===== config.mk =====
export PLATFORM = sky130hd
export DESIGN_NAME = alu_mode_arbiter
export DESIGN_NICKNAME = d
export VERILOG_FILES = /design/src/rtl/alu_mode_arbiter.sv
export SDC_FILE = /design/constraint.sdc
export NUM_CORES = 1
export LEC_CHECK = 0
export ABC_AREA = 0
export CAP_MARGIN = 15
export CORE_MARGIN = 2
export CORE_UTILIZATION = 25
export DETAILED_ROUTE_END_ITERATION = 16
export SYNTH_ARGS = -nofsm -noshare
export SYNTH_HDL_FRONTEND = slang
export SYNTH_SLANG_ARGS = --single-unit

===== constraint.sdc =====
create_clock -name clk -period 2.6 [get_ports clk]
set_input_delay 0.52 -clock clk [delete_from_list [all_inputs] [get_ports clk]]
set_output_delay 0.52 -clock clk [all_outputs]
set_load 0.02 [all_outputs]

===== src/rtl/alu_mode_arbiter.sv =====
// Arbiter and sequencer for the shared ALU operand path: grants the manual or CPU requester,
// issues one ALU operation and returns its result tagged with the owner. Build option: MODE_LOCK_EN.
module alu_mode_arbiter #(
  parameter int WIDTH    = 8,
  parameter int OPW      = 3,
  parameter int MAX_WAIT = 4,
  parameter int TIMEOUT  = 15
) (
  input  logic             clk,
  input  logic             rst_n,
  input  logic             mode,
  input  logic             man_valid,
  output logic             man_ready,
  input  logic [WIDTH-1:0] man_a,
  input  logic [WIDTH-1:0] man_b,
  input  logic [OPW-1:0]   man_opcode,
  input  logic             cpu_valid,
  output logic             cpu_ready,
  input  logic [WIDTH-1:0] cpu_a,
  input  logic [WIDTH-1:0] cpu_b,
  input  logic [OPW-1:0]   cpu_opcode,
  output logic [WIDTH-1:0] alu_a,
  output logic [WIDTH-1:0] alu_b,
  output logic [OPW-1:0]   alu_opcode,
  output logic             alu_start,
  input  logic             alu_done,
  input  logic [WIDTH-1:0] alu_result,
  output logic             rsp_valid,
  input  logic             rsp_ready,
  output logic             rsp_owner,
  output logic [WIDTH-1:0] rsp_result,
  output logic             active_mode,
  output logic             err_timeout
);

  typedef enum logic [1:0] {IDLE, ISSUE, WAIT, RESP} state_t;

  localparam int            TW       = $clog2(TIMEOUT + 1);
  localparam logic [TW-1:0] TMO_LAST = TW'(TIMEOUT - 1);

  state_t           state_q, state_d;
  logic [WIDTH-1:0] a_q, a_d, b_q, b_d, result_q, result_d;
  logic [OPW-1:0]   op_q, op_d;
  logic             owner_q, owner_d;
  logic             mode_q, mode_d;
  logic             err_q, err_d;
  logic [TW-1:0]    tmo_q, tmo_d;
  logic             grant_man, grant_cpu;

`ifdef MODE_LOCK_EN
  always_comb begin
    grant_man = (state_q == IDLE) && man_valid && !mode;
    grant_cpu = (state_q == IDLE) && cpu_valid &&  mode;
  end
`else
  localparam int            SW  = $clog2(MAX_WAIT + 1);
  localparam logic [SW-1:0] SAT = SW'(MAX_WAIT);

  logic [SW-1:0] man_cnt_q, man_cnt_d, cpu_cnt_q, cpu_cnt_d;

  // Preference comes from mode in this IDLE cycle: the same value that lands in active_mode.
  always_comb begin
    grant_man = 1'b0;
    grant_cpu = 1'b0;
    man_cnt_d = man_cnt_q;
    cpu_cnt_d = cpu_cnt_q;
    if (state_q == IDLE) begin
      if (man_valid && cpu_valid) begin
        grant_man = mode ? (man_cnt_q == SAT) : (cpu_cnt_q != SAT);
        grant_cpu = !grant_man;
      end else begin
        grant_man = man_valid;
        grant_cpu = cpu_valid;
      end
    end
    if (grant_man) begin
      man_cnt_d = '0;
      if (cpu_valid && cpu_cnt_q != SAT) cpu_cnt_d = cpu_cnt_q + 1'b1;
    end
    if (grant_cpu) begin
      cpu_cnt_d = '0;
      if (man_valid && man_cnt_q != SAT) man_cnt_d = man_cnt_q + 1'b1;
    end
  end

  always_ff @(posedge clk or negedge rst_n) begin
    if (!rst_n) begin
      man_cnt_q <= '0;
      cpu_cnt_q <= '0;
    end else begin
      man_cnt_q <= man_cnt_d;
      cpu_cnt_q <= cpu_cnt_d;
    end
  end
`endif

  // NOTE: every _d gets its hold value first, so no path through the case leaves a latch.
  always_comb begin
    state_d  = state_q;
    a_d      = a_q;
    b_d      = b_q;
    op_d     = op_q;
    owner_d  = owner_q;
    result_d = result_q;
    mode_d   = mode_q;
    err_d    = err_q;
    tmo_d    = tmo_q;
    unique case (state_q)
      IDLE: begin
        mode_d = mode;
        if (grant_man || grant_cpu) begin
          a_d     = grant_cpu ? cpu_a      : man_a;
          b_d     = grant_cpu ? cpu_b      : man_b;
          op_d    = grant_cpu ? cpu_opcode : man_opcode;
          owner_d = grant_cpu;
          state_d = ISSUE;
        end
      end
      ISSUE: begin
        if (alu_done) begin
          result_d = alu_result;
          state_d  = RESP;
        end else begin
          tmo_d   = '0;
          state_d = WAIT;
        end
      end
      WAIT: begin
        if (alu_done) begin
          result_d = alu_result;
          state_d  = RESP;
        end else if (tmo_q == TMO_LAST) begin
          result_d = '1;
          err_d    = 1'b1;
          state_d  = RESP;
        end else begin
          tmo_d = tmo_q + 1'b1;
        end
      end
      RESP: if (rsp_ready) state_d = IDLE;
      default: state_d = IDLE;
    endcase
  end

  // NOTE: state registers use non-blocking assignments so all flops update together on the edge.
  always_ff @(posedge clk or negedge rst_n) begin
    if (!rst_n) begin
      state_q  <= IDLE;
      a_q      <= '0;
      b_q      <= '0;
      op_q     <= '0;
      owner_q  <= 1'b0;
      result_q <= '0;
      mode_q   <= 1'b0;
      err_q    <= 1'b0;
      tmo_q    <= '0;
    end else begin
      state_q  <= state_d;
      a_q      <= a_d;
      b_q      <= b_d;
      op_q     <= op_d;
      owner_q  <= owner_d;
      result_q <= result_d;
      mode_q   <= mode_d;
      err_q    <= err_d;
      tmo_q    <= tmo_d;
    end
  end

  assign man_ready   = grant_man;
  assign cpu_ready   = grant_cpu;
  assign alu_a       = a_q;
  assign alu_b       = b_q;
  assign alu_opcode  = op_q;
  assign alu_start   = (state_q == ISSUE);
  assign rsp_valid   = (state_q == RESP);
  assign rsp_owner   = owner_q;
  assign rsp_result  = result_q;
  assign active_mode = mode_q;
  assign err_timeout = err_q;

endmodule

Figure 1. Sequential cells grouped by signal name.
Scale bar: 20 µm. Other sequential cells in the stronger grey, the rest of the logic in the fainter grey.
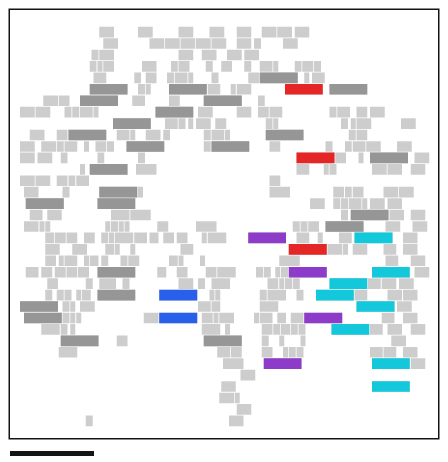
Key: state_q = blue [flops 2]; rsp_result = cyan [flops 8]; tmo_q = purple [flops 4]; alu_opcode = red [flops 3]

Figure 2. Signal wires on met2.
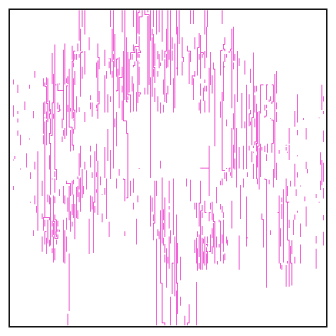
The wires run mostly vertical. The layer holds 46% of the routed length. 349 nets have wire on it. The longest straight run is 40.1 µm.
grt met2 use: 23.7%
Post-Route WL: 7.50 mm
total number of vias: 2377

Figure 3. Signal wires on met1.
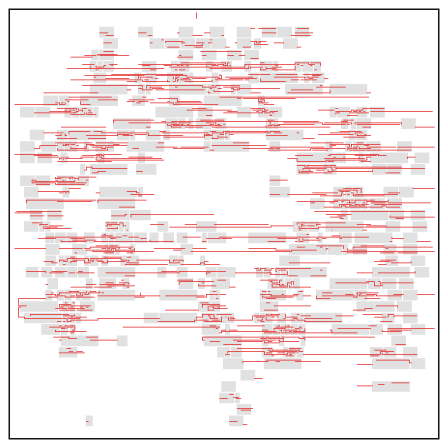
The longest straight run is 35.4 µm. The layer holds 47% of the routed length. The layer carries 3540 µm of wire. The wires run mostly horizontal. 347 nets have wire on it.

Figure 4. Signal wires on met3.
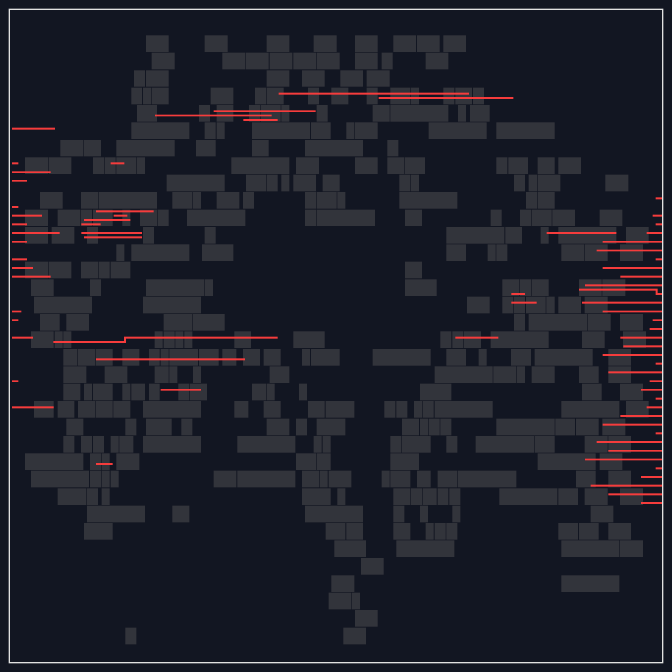
The layer holds 6.3% of the routed length. The layer carries 468 µm of wire. The wires run mostly horizontal. 65 nets have wire on it.

Figure 5. Congestion heat map.
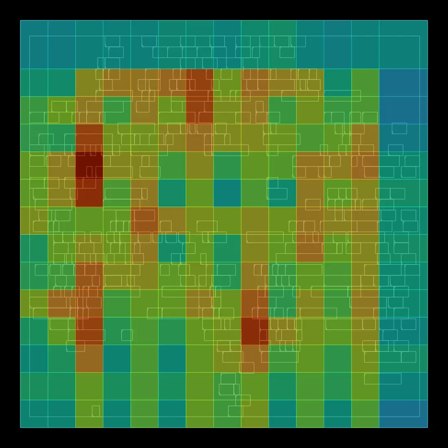
DR WL/cell: 15.7 µm
GRT met1 Usage: 20.7%
met3 Use GR: 2.53%

==> out/results.ini <==
[run_status]
outcome = completed

[worst_setup_path]
r2r_cells = 5
crit_end = cpu_ready
path_cells = clkdlybuf4s50_1 -> a21bo_2 -> o21a_1 -> a21boi_0 -> dlygate4sd2_1
worstSetupPathType = input port to output port

[logic_synthesis]
synth-seq-cells = 42
logic_family = AND-OR/OR-AND gates
syn_inst = 261
top_area_cell = dfrtp_1
ys_warn_count = 0
synth_top_area_share_pct = 43.9
async_reset_ff_share_pct = 100
synthDistinctLibCells = 37
common_cells = nand3_1 (47), dfrtp_1 (42), nand2_1 (30)
ys_sh_mux_pct = 0.471
yosysCellCount = 261
area_leaders = dfrtp_1 (44%), nand3_1 (9.8%), o2111ai_1 (7.0%)
yosysMostFrequentCell = nand3_1

[clock_tree]
hold_buffers = 0
root_buffer = clkbuf_8
postCtsSetupBuffers = 0
htree_levels = 2
clock_latency_ns = 0.29

[global_routing]
antenna_found_initial = 0
busiest_layer = met2

[pwr]
ir_drop_mv = 0.352
p_sw_mw = 1.47
power_clock_uw = 436
power-top-group = combinational logic
power_density_nw_per_um2 = 999

[final_layout]
buffers = 101
stdcell_count = 477
sh_seq_area_pct = 30.0
combGateArea_um2 = 1190
fin_area_um2 = 3500
layout-drive-gt1-share_pct = 8.62
clkbuf_count = 5
largest_cell_class = multi-input combinational cells
logic_gate_count = 185

[worst_hold_path]
holdCritPathClass = input port to asynchronous set/reset pin

[timing]
timing.final.ws_setup_ns = 0.174
whs_ns = 0.0761
timing.fmax_mhz = 412
hold_viol = 0
tns_ns = 0

[die]
chip_area_um2 = 10400
fp_util_pct = 25.8
dieHeight_um = 102

[route]
m1WireLength_mm = 3.54
drt_pass1_iterations = 4

[place]
gp_congestion = 0.764
dpl-instance-area_um2 = 3410

[flow_run]
cap_violations = 0

==> registers in the layout (all words and copies together), names as in the netlist <==
signal,flops
active_mode,1
alu_a,8
alu_b,8
alu_opcode,3
cpu_cnt_q,3
err_timeout,1
man_cnt_q,3
rsp_owner,1
rsp_result,8
state_q,2
tmo_q,4
==> worst min-delay path by stage <==
stage | end | slack (ns) | depth (start not counted)
3_5_place_dp | cpu_cnt_q[0]$_DFFE_PN0P_ | 0.40 | 1
6_report | rsp_owner$_DFFE_PN0P_ | 0.08 | 1
4_1_cts | rsp_owner$_DFFE_PN0P_ | 0.08 | 1
2_1_floorplan | active_mode$_DFFE_PN0P_ | 0.22 | 0
3_3_place_gp | active_mode$_DFFE_PN0P_ | 0.40 | 1
5_1_grt | rsp_owner$_DFFE_PN0P_ | 0.08 | 1
Power is estimated from default activity; no workload was simulated.
